==> config.mk <==
export PLATFORM = sky130hd
export DESIGN_NAME = game_state_ctrl
export DESIGN_NICKNAME = d
export VERILOG_FILES = /design/src/rtl/game_pkg.sv /design/src/rtl/fish_respawn_timer.sv /design/src/rtl/game_state_ctrl.sv
export SDC_FILE = /design/constraint.sdc
export NUM_CORES = 1
export LEC_CHECK = 0
export CAP_MARGIN = 10
export CELL_PAD_IN_SITES_DETAIL_PLACEMENT = 0
export CELL_PAD_IN_SITES_GLOBAL_PLACEMENT = 1
export CORE_UTILIZATION = 40
export CTS_BUF_LIST = sky130_fd_sc_hd__clkbuf_4 sky130_fd_sc_hd__clkbuf_8
export DETAILED_ROUTE_END_ITERATION = 12
export HOLD_SLACK_MARGIN = 0.03
export PLACE_DENSITY = 0.85
export SYNTH_ARGS = -nofsm -noshare
export SYNTH_HDL_FRONTEND = slang
export SYNTH_SLANG_ARGS = --single-unit
export TNS_END_PERCENT = 100
==> constraint.sdc <==
create_clock -name Clk -period 6.4 [get_ports Clk]
set_clock_uncertainty 0.1 [all_clocks]
set_input_delay 1.28 -clock Clk [delete_from_list [all_inputs] [get_ports Clk]]
set_output_delay 1.28 -clock Clk [all_outputs]
set_load 0.02 [all_outputs]
==> src/rtl/game_pkg.sv <==
// game_pkg: shared types, widths and helpers for the game sequencer
package game_pkg;
  typedef enum logic [1:0] {TITLE, PLAY, WIN1, WIN2} state_t;
  localparam int SCORE_W = 8;
  localparam int FRAME_CNT_W = 16;
  localparam int MAX_FISH = 32;
  function automatic logic [SCORE_W-1:0] popcount(input logic [MAX_FISH-1:0] v);
    logic [SCORE_W-1:0] c;
    c = '0;
    for (int i = 0; i < MAX_FISH; i++) c += SCORE_W'(v[i]);
    return c;
  endfunction
  function automatic logic [SCORE_W-1:0] sat_add(input logic [SCORE_W-1:0] a,
                                                 input logic [SCORE_W-1:0] b,
                                                 input logic [SCORE_W-1:0] lim);
    logic [SCORE_W:0] s;
    s = {1'b0, a} + {1'b0, b};
    return (s >= {1'b0, lim}) ? lim : s[SCORE_W-1:0];
  endfunction
endpackage

==> src/rtl/fish_respawn_timer.sv <==
// fish_respawn_timer: hidden flag plus down-counter for one fish sprite
module fish_respawn_timer
  import game_pkg::*;
#(
  parameter int RESPAWN_FRAMES = 120
) (
  input  logic Clk,
  input  logic Reset,
  input  logic tick,
  input  logic clear,
  input  logic eat,
  output logic exist
);
  // a zero respawn time still hides the fish for one tick
  localparam logic [FRAME_CNT_W-1:0] LOAD =
    (RESPAWN_FRAMES < 1) ? FRAME_CNT_W'(1) : FRAME_CNT_W'(RESPAWN_FRAMES);
  logic [FRAME_CNT_W-1:0] cnt;
  always_ff @(posedge Clk) begin
    if (Reset || clear) begin
      exist <= 1'b0;
      cnt   <= '0;
    end else if (tick && eat && !exist) begin
      exist <= 1'b1;
      cnt   <= LOAD;
    end else if (tick && exist) begin
      cnt   <= cnt - 1'b1;
      exist <= (cnt != FRAME_CNT_W'(1));
    end
  end
endmodule

==> src/rtl/game_state_ctrl.sv <==
// game_state_ctrl: title/play/win sequencer with scoring, fish respawn and player liveness
module game_state_ctrl
  import game_pkg::*;
#(
  parameter int NUM_FISH        = 9,
  parameter int WIN_SCORE       = 9,
  parameter int RESPAWN_FRAMES  = 120,
  parameter int WIN_HOLD_FRAMES = 300
) (
  input  logic                Clk,
  input  logic                Reset,
  input  logic                frame_clk,
  input  logic                start_key,
  input  logic [NUM_FISH-1:0] hit1,
  input  logic [NUM_FISH-1:0] hit2,
  input  logic                shark_hit1,
  input  logic                shark_hit2,
  output logic                is_start,
  output logic                is_user1win,
  output logic                is_user2win,
  output logic [SCORE_W-1:0]  score1,
  output logic [SCORE_W-1:0]  score2,
  output logic [NUM_FISH-1:0] fish_exist,
  output logic                user1_exist,
  output logic                user2_exist
);
  localparam logic [SCORE_W-1:0] WIN_S = SCORE_W'(WIN_SCORE);
  localparam logic [FRAME_CNT_W-1:0] HOLD = FRAME_CNT_W'(WIN_HOLD_FRAMES);
  state_t state, state_n;
  logic [1:0] frame_q, start_q;
  logic frame_tick, start_edge, play_tick, clear;
  logic [NUM_FISH-1:0] eat1, eat2;
  logic [SCORE_W-1:0] score1_n, score2_n;
  logic dead1_n, dead2_n, win1_ok, win2_ok, tie_break;
  logic [FRAME_CNT_W-1:0] hold, hold_n;

  assign frame_tick = frame_q[0] & ~frame_q[1];
  assign start_edge = start_q[0] & ~start_q[1];
  assign play_tick  = frame_tick && (state == PLAY);
  assign clear      = start_edge && (state == TITLE);

  // user1 has priority on a fish both players touch
  always_comb begin
    eat1      = hit1 & ~fish_exist & {NUM_FISH{~user1_exist}};
    eat2      = hit2 & ~fish_exist & ~eat1 & {NUM_FISH{~user2_exist}};
    score1_n  = sat_add(score1, popcount(MAX_FISH'(eat1)), WIN_S);
    score2_n  = sat_add(score2, popcount(MAX_FISH'(eat2)), WIN_S);
    dead1_n   = user1_exist | shark_hit1;
    dead2_n   = user2_exist | shark_hit2;
    win1_ok   = (score1_n >= WIN_S) || (dead2_n && !dead1_n);
    win2_ok   = (score2_n >= WIN_S) || (dead1_n && !dead2_n);
    tie_break = (win1_ok && win2_ok) || (dead1_n && dead2_n);
    state_n   = state;
    hold_n    = hold;
    case (state)
      TITLE: state_n = start_edge ? PLAY : TITLE;
      PLAY: if (frame_tick) begin
        state_n = tie_break ? ((score2_n > score1_n) ? WIN2 : WIN1) :
                  win1_ok ? WIN1 : win2_ok ? WIN2 : PLAY;
        hold_n  = (state_n != PLAY) ? HOLD : hold;
      end
      default: if (frame_tick) begin
        state_n = (hold <= FRAME_CNT_W'(1)) ? TITLE : state;
        hold_n  = (hold == '0) ? hold : hold - 1'b1;
      end
    endcase
  end

  always_ff @(posedge Clk) begin
    if (Reset) begin
      state       <= TITLE;
      frame_q     <= '0;
      start_q     <= '0;
      hold        <= '0;
      is_start    <= 1'b0;
      is_user1win <= 1'b0;
      is_user2win <= 1'b0;
      score1      <= '0;
      score2      <= '0;
      user1_exist <= 1'b0;
      user2_exist <= 1'b0;
    end else begin
      frame_q     <= {frame_q[0], frame_clk};
      start_q     <= {start_q[0], start_key};
      state       <= state_n;
      hold        <= hold_n;
      is_start    <= (state_n != TITLE);
      is_user1win <= (state_n == WIN1);
      is_user2win <= (state_n == WIN2);
      if (clear) begin
        score1      <= '0;
        score2      <= '0;
        user1_exist <= 1'b0;
        user2_exist <= 1'b0;
      end else if (play_tick) begin
        score1      <= score1_n;
        score2      <= score2_n;
        user1_exist <= dead1_n;
        user2_exist <= dead2_n;
      end
    end
  end

  for (genvar i = 0; i < NUM_FISH; i++) begin : g_fish
    fish_respawn_timer #(.RESPAWN_FRAMES(RESPAWN_FRAMES)) u_timer (
      .Clk  (Clk),
      .Reset(Reset),
      .tick (play_tick),
      .clear(clear),
      .eat  (eat1[i] | eat2[i]),
      .exist(fish_exist[i])
    );
  end
endmodule

**Run 1: metal 1**

Cells faint in the background.
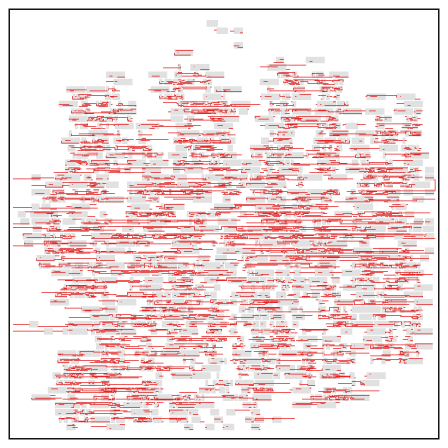
wire length on this layer = 10100 um
longest straight run = 48.8 um
main direction = horizontal
share of all routed wire = 47%
nets with wire on the layer = 1212

**Run 1: the metal 2 layer**

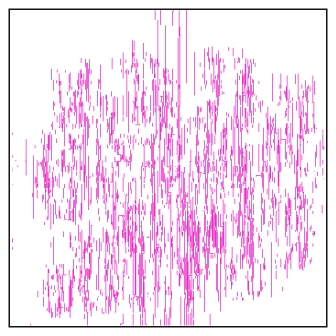
main direction = vertical
nets with wire on the layer = 1070

==> design notes, run 1 <==
The run finished with clean final reports. The die covers 25200 um^2. For the completed layout, the total cell area is recorded as 11400 um^2.

Sequential share of power: 0.473. The largest registers in the layout are g_fish.u_timer.cnt (144), hold (16), g_fish.u_timer.exist (9). The overall die width is 159 um. The overall power was 2.70 mW. In the power breakdown, the biggest contributor is sequential cells. The multi-input gate share of the layout cell area came out at 0.495. The tools report the yosys-reported design area after synthesis as 9810 um^2.

The routability congestion estimate from global placement was 0.858. Data on the critical path is required at its endpoint by 6.67 ns. STA classifies the critical path startpoint as a primary input.

Power attributed to combinational cells is 0.670 mW. Counting plain and timing-repair buffers in the layout gives 96. Of the combinational cells, the family taking the most area is simple AND/OR/NAND/NOR gates. The final standard cell count with taps included and fillers excluded is 1535, and the number of max-slew violations in the final report is 0.

The final cell utilization of the core is 0.479, and the worst-case clock buffer depth is 2. The sequential cell count came out at 196. Among all cell classes, the greatest summed area belongs to combinational gates. The final hold violation count recorded for this run is 0. Achievable frequency: 161 MHz.

The root cell of the clock tree was sky130_fd_sc_hd__clkbuf_8. Setup repair after global routing could not meet its margin everywhere. The tools report the half-perimeter wire length after placement as 15300 um. Walking the critical path from launch to capture passes 24 cell instances. The cell area that synthesis handed to floorplanning was 9810 um^2.

Power attributed to sequential cells is 1.28 mW. The commonest non-fill, non-tap cell in the layout was sky130_fd_sc_hd__dfxtp_1. The critical path in the final layout is reported with a setup slack of 0.192 ns.

In the final design database the tool counted 1281 nets. With the portion of the layout cell area used by clock cells at 0.0310, the maximum VDD drop is 0.123 mV. The tools report the beginning of the critical path as hit1[8]. The wire length recorded after detailed routing is 21400 um. The proportion of synthesized area in mux cells works out to 0.00102. Register with the most flip-flops: g_fish.u_timer.cnt. The commonest register cell is sky130_fd_sc_hd__dfxtp_1. The run gives 21 for the tally of clock buffers in the finished layout. The routed design shows a via density per instance of 5.16.

The share of synthesized cell area in and, or, nand and nor gates is 0.248. The critical setup path kind was primary input to flip-flop. The run gives 5630 um^2 as the area of combinational cells with multiple inputs.

For this design, Yosys synthesis ends with a cell count of 1134. The peak fanout along the critical path was 3; the cell count of the worst hold path was 1. Source-to-sink clock delay at the later pin of the worst-skew pair: 0.47 ns.

Per the run summary, max-cap violations total 0. The run gives 0.231 as the met1 usage. Per the GRT log, the top usage layer is met2. Averaged over all synthesized cells, the footprint is 8.65 um^2. The post-placement cell count was 1501; the wire length of the first global-routing pass was 35300 um. The sequential cell area share came out at 0.345. With the global-route met3 utilization at 0.0400, the total vias in the final route is 7919. Per STA, the worst path is made up of clkdlybuf4s50_1 -> and3_1 -> nor2b_2 -> fa_1 -> fa_1 -> inv_1 -> fa_1 -> inv_1 -> ha_2 -> fa_2 -> buf_6 -> xor2_2 -> nor3_2 -> o32ai_2 -> a21oi_2 -> buf_4 -> and2_1 -> ha_1 -> o21a_1 -> o21a_1 -> o21ai_1 -> and3b_1 -> o31a_1 -> and2_1. On the critical path, the stage with the largest delay is an instance of sky130_fd_sc_hd__fa_1. The length of routed met3 wiring was 970 um. Leaving out the clock tree, the finished layout contains an inverter count of 51. With the starting density of the core at 0.413, the number of antenna violations at the first check in global routing is 0.

The layout report lists the combined flip-flop and latch area as 3930 um^2. The share of cells above drive strength 1 came out at 0.104. Looking at the hold checks, the worst path lands on start_q[1]. After technology mapping, the gate count stands at 1134. Warnings raised by the tools during the run amount to 37.

At the placement stage, the worst setup path has a slack of -0.761 ns. With the share of final layout cell area taken by non-clock buffers at 0.0765, the number of fill cells in the layout is 2267. The synthesis report lists the most area-consuming cells as sky130_fd_sc_hd__dfxtp_1 40%, sky130_fd_sc_hd__xnor2_1 7.9%, sky130_fd_sc_hd__nor2_1 5.5%, sky130_fd_sc_hd__ha_1 5.1%, sky130_fd_sc_hd__a21oi_1 5.0%.

The clock period could shrink to 6.21 ns. The share of flip-flops with an asynchronous set or reset is 0, and the count of antenna-violating nets left after detailed routing is 0. The proportion of power drawn by the clock network is 0.279, and the layout overhead on the synthesized area is 15.9%. The run gives 2 for the number of setup buffers added after CTS.

The synthesis-stage register bit count is 196, and the routed length on met1 is 10100 um. The number of design rule violations left after detail routing came out at 0.
**Run 1: the metal 3 layer**

Cells faint in the background.
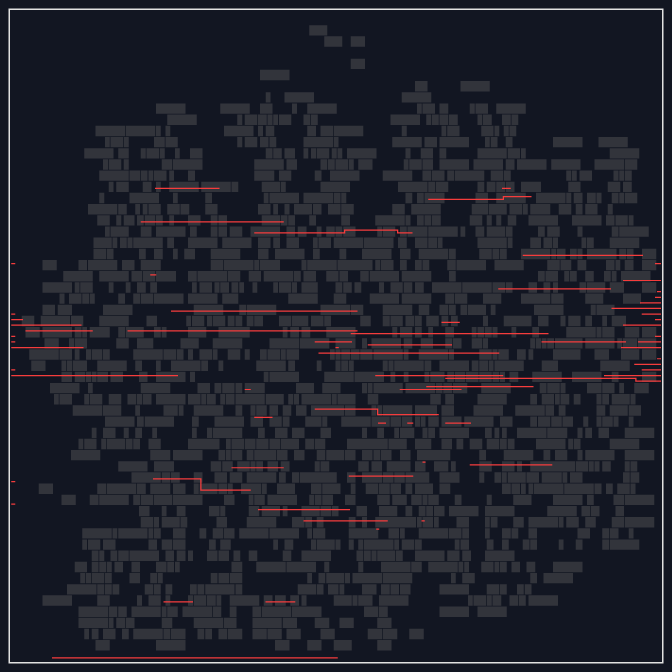
longest straight run = 69.2 um
main direction = horizontal
nets with wire on the layer = 50
share of all routed wire = 4.5%
wire length on this layer = 970 um

**Run 1: routing congestion**

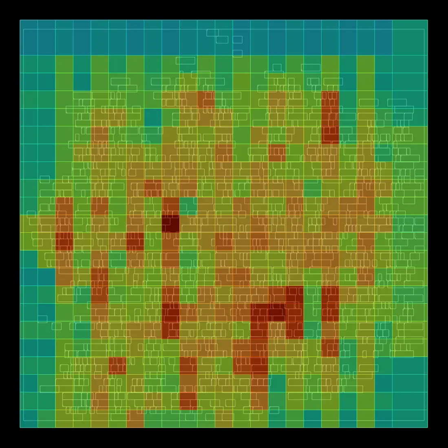

==> run 2: changes to the inputs <==
--- a/config.mk
+++ b/config.mk
@@ -12,7 +12,8 @@
 export CTS_BUF_LIST = sky130_fd_sc_hd__clkbuf_4 sky130_fd_sc_hd__clkbuf_8
 export DETAILED_ROUTE_END_ITERATION = 12
 export HOLD_SLACK_MARGIN = 0.03
-export PLACE_DENSITY = 0.85
+export PLACE_DENSITY = 0.82
+export SKIP_CTS_REPAIR_TIMING = 1
 export SYNTH_ARGS = -nofsm -noshare
 export SYNTH_HDL_FRONTEND = slang
 export SYNTH_SLANG_ARGS = --single-unit
==> constraint.sdc (replaced) <==
create_clock -name Clk -period 6.46 [get_ports Clk]
set_clock_uncertainty 0.1 [all_clocks]
set_input_delay 1.292 -clock Clk [delete_from_list [all_inputs] [get_ports Clk]]
set_output_delay 1.292 -clock Clk [all_outputs]
set_load 0.02 [all_outputs]
**Run 2: routing congestion**

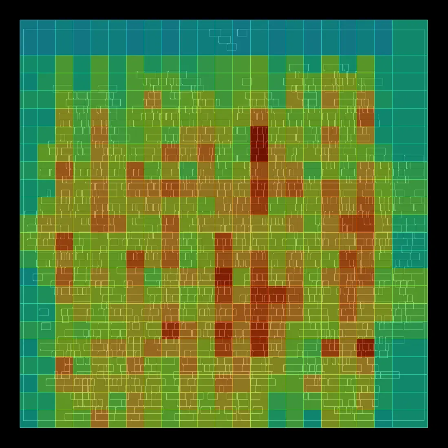
All-Layer GR Usage: 0.178
global routing met1 resource utilization: 0.240
WL/cell: 13.9 um
met3 usage in global routing: 0.0291

==> design notes, run 2 <==
The tools report the post-placement cell count as 1502 (+0.067%). Yosys attributes the largest share of cell area to sky130_fd_sc_hd__dfxtp_1 40%, sky130_fd_sc_hd__xnor2_1 7.9%, sky130_fd_sc_hd__nor2_1 5.5%, sky130_fd_sc_hd__ha_1 5.1%, sky130_fd_sc_hd__a21oi_1 5.0%. STA classifies the critical path endpoint as a flip-flop. Number of design rule violations left after detail routing: 0 (unchanged). The tools report the count of unique library cells instantiated by Yosys as 64. For the number of multi-input combinational cells, the log shows 843.

With the synthesized-area fraction occupied by ao, oa, aoi and oai cells at 0.117, the worst slew slack as a fraction of its limit is 0.249. The run gives 2.70 mW (about the same) for the overall power. The via count of the first global-routing pass came out at 7275. For the length of routed met3 wiring, the log shows 637 um (-34%).

In this build the clock could be raised as far as 159 MHz. The tools report the cell total in the yosys stat output as 1134 (unchanged). The run gives 25200 um^2 (unchanged) for the chip area.

Hold analysis lists the worst path endpoint as start_q[1]. The run gives 159 um (unchanged) for the overall die width. The flow ran to the end, and the final reports show no timing, DRC or antenna violations. The sequential share of power is 0.469 (-0.004), and the number of detailed-routing iterations run before antenna repair is 4. The number of nets at the end of the flow is 1279 (-0.16%).

The run gives 15100 um (-1.6%) for the half-perimeter wire length after placement. The minimum clock period after layout is 6.29 ns. For the minimum setup slack in the final design, the log shows 0.175 ns (-0.0177 ns).

The multi-input gate share of the layout cell area was 0.492 (-0.00336). The routed via count divided by cell count was 5.12 (-0.82%). The tools report the power of the combinational group as 0.617 mW (-7.9%). Clock tree synthesis selected as its root buffer the cell sky130_fd_sc_hd__clkbuf_8. The internal portion of the total power is 1.91 mW.

The cell count of the worst hold path is 1 (unchanged). The most common cell in the synthesized netlist is sky130_fd_sc_hd__dfxtp_1. The commonest non-fill, non-tap cell in the layout was sky130_fd_sc_hd__dfxtp_1.

The share of flip-flops with an asynchronous set or reset was 0 (unchanged). The share of final layout cell area taken by non-clock buffers is 0.0753 (-0.00115). The run gives 8.65 um^2 (unchanged) for the average instance area after synthesis. In this run the count of I/O pins placed on the die edge is 54. The H-tree was split into 4 levels.

The cell area after layout is 11400 um^2 (about the same). The data required time of the critical path is 6.79 ns (+0.12 ns), and the setup-violating endpoint count in the final report is 0. The largest registers in the layout are g_fish.u_timer.cnt (144), hold (16), g_fish.u_timer.exist (9). Looking at the worst setup and hold paths, the clock pins of their registers show a slew of 0.10 ns. The area share of fa/ha/maj cells after synthesis works out to 0.0755. The yosys-reported design area after synthesis is 9810 um^2 (unchanged), and the layout overhead on the synthesized area is 15.8% (about the same). The run gives 3920 um^2 (about the same) for the area occupied by registers. Routed signal wires occupy layers up through met4.

The final standard cell count with taps included and fillers excluded was 1535 (unchanged). The proportion of synthesized area in mux cells works out to 0.00102 (unchanged). The cell family contributing the most delay on the critical path is adder cells. The run gives 0.48 ns (about the same) as the source-to-sink clock delay at the later pin of the worst-skew pair.

Number of hold violations in the final report: 0 (unchanged). The most used flip-flop cell is sky130_fd_sc_hd__dfxtp_1. The register with the most flip-flops in the layout has 144 of them. Entering global routing, the biggest net connects 56 pins. The run gives 10700 um (+5.6%) as the routed length on met1. The starting density of the core was 0.413 (unchanged). The timing report gives the worst reg2reg path a setup slack of 0.31 ns. The number of max-slew violations in the final report was 0 (unchanged); the proportion of power drawn by the clock network was 0.303 (+0.024).

The count of max-cap constraint violations was 0 (unchanged); the share of synthesized cell area in and, or, nand and nor gates was 0.248 (unchanged). For this design the total switching power over the nets is 0.788 mW. Share of cells above drive strength 1: 0.0979 (-0.00658).

The top power consumer group was sequential cells. Endpoint of the worst register-to-register path: is_user1win. The run gives 21 (unchanged) for the tally of clock buffers in the finished layout. The sequential cell area share works out to 0.345 (about the same).

Most used routing layer: met2. Fraction of post-synthesis cell area in the top cell type by area: 0.400. Beginning of the critical path: hit1[8]. The portion of the layout cell area used by clock cells was 0.0354 (+0.00432); the clock distribution power was 0.817 mW.

For the number of instances in the synthesized netlist, the log shows 1134 (unchanged). The critical path is of the primary input to flip-flop type. The combinational fraction of design power was 0.229.

In the synthesized netlist, the dominant kind of combinational cell is simple AND/OR/NAND/NOR gates. The worst-case setup slack after placement came out at -0.675 ns (+0.0862 ns). Walking the worst path, the cells encountered are clkdlybuf4s50_1 -> and3_4 -> nor2b_2 -> fa_1 -> fa_1 -> inv_1 -> fa_1 -> inv_1 -> ha_2 -> fa_2 -> a21o_1 -> a2111oi_4 -> o32ai_2 -> a21oi_2 -> and2_4 -> ha_1 -> nor2b_1 -> o21a_1 -> o21a_1 -> o21ai_1 -> and3b_1 -> o31a_1 -> and2_1. The synthesized design contains 0 enable-type register cells.

The worst register-to-register path begins at user2_exist. Peak fanout along the critical path: 4 (+1). Ranked by total area, the top cell class in this layout is combinational gates. The count of plain and timing-repair buffers in the layout is 94 (-2.1%). The number of DRC violations after detailed-routing iteration 0 came out at 435. The area share of xor/xnor cells in the synthesized design came out at 0.114. The tally of OpenROAD warnings was 36 (-2.7%). Total number of tap cells: 319.

The final cycle utilization of the critical path was 0.973. The register with the most flip-flops is g_fish.u_timer.cnt. The initialized floorplan defines 56 standard-cell rows. Wire length of the first global-routing pass: 35300 um (about the same). By instance count after routing, the leading logic cell types are 196 x sky130_fd_sc_hd__dfxtp_1, 143 x sky130_fd_sc_hd__nor2_1, 97 x sky130_fd_sc_hd__a21oi_1, 89 x sky130_fd_sc_hd__xnor2_1, 67 x sky130_fd_sc_hd__nand2_1. For the detailed-route wire length, the log shows 21300 um (-0.19%). The instance count on the critical path was 23 (-4.2%). For the final cell utilization of the core, the log shows 0.478 (about the same).

The logs give 0 (unchanged) for the count of antenna-violating nets left after detailed routing and 9810 um^2 (unchanged) for the synthesized area. The sequential cell count came out at 196 (unchanged). The tools report the number of antenna violations at the first check in global routing as 0 (unchanged).

The logs give 7854 (-0.82%) for the total vias in the final route and 10800 um^2 for the placement-stage cell area. For the worst setup path, the data arrival time is 6.61 ns. The area of combinational cells with multiple inputs is 5590 um^2 (-0.76%).

The vertical die dimension reported for this design is 159 um. Maximum VDD drop: 0.118 mV (-4.2%). With the net switching fraction of the power at 0.292, the detailed route wirelength on metal2 is 9750 um. The run gives 0 for the final global-route overflow total. The non-clock inverter total of the final layout is 51 (unchanged), and the number of fill cells in the layout is 2265 (-0.088%). The tools report the worst-case clock buffer depth as 2 (unchanged).

The run gives 0.809 (-5.7%) as the routability congestion estimate from global placement. The register share after synthesis came out at 0.400. Clock tree synthesis inserted a total of 17 buffers.

Sequential group power: 1.27 mW (about the same). The synthesis-stage register bit count works out to 196 (unchanged). The slowest stage of the critical path belongs to the cell sky130_fd_sc_hd__fa_1. The worst setup path is launched from a primary input. According to the hold report, the worst path is of the flip-flop to flip-flop type. The commonest cells after synthesis are 196 x sky130_fd_sc_hd__dfxtp_1, 143 x sky130_fd_sc_hd__nor2_1, 99 x sky130_fd_sc_hd__a21oi_1.
**Run 2: M4 wires**

Scale bar: 50 um. Cells faint in the background.
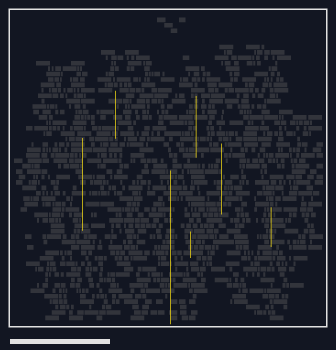
main direction = vertical
wire length on this layer = 246 um
share of all routed wire = 1.2%
longest straight run = 76.8 um
nets with wire on the layer = 3

Power is estimated from default activity; no workload was simulated.
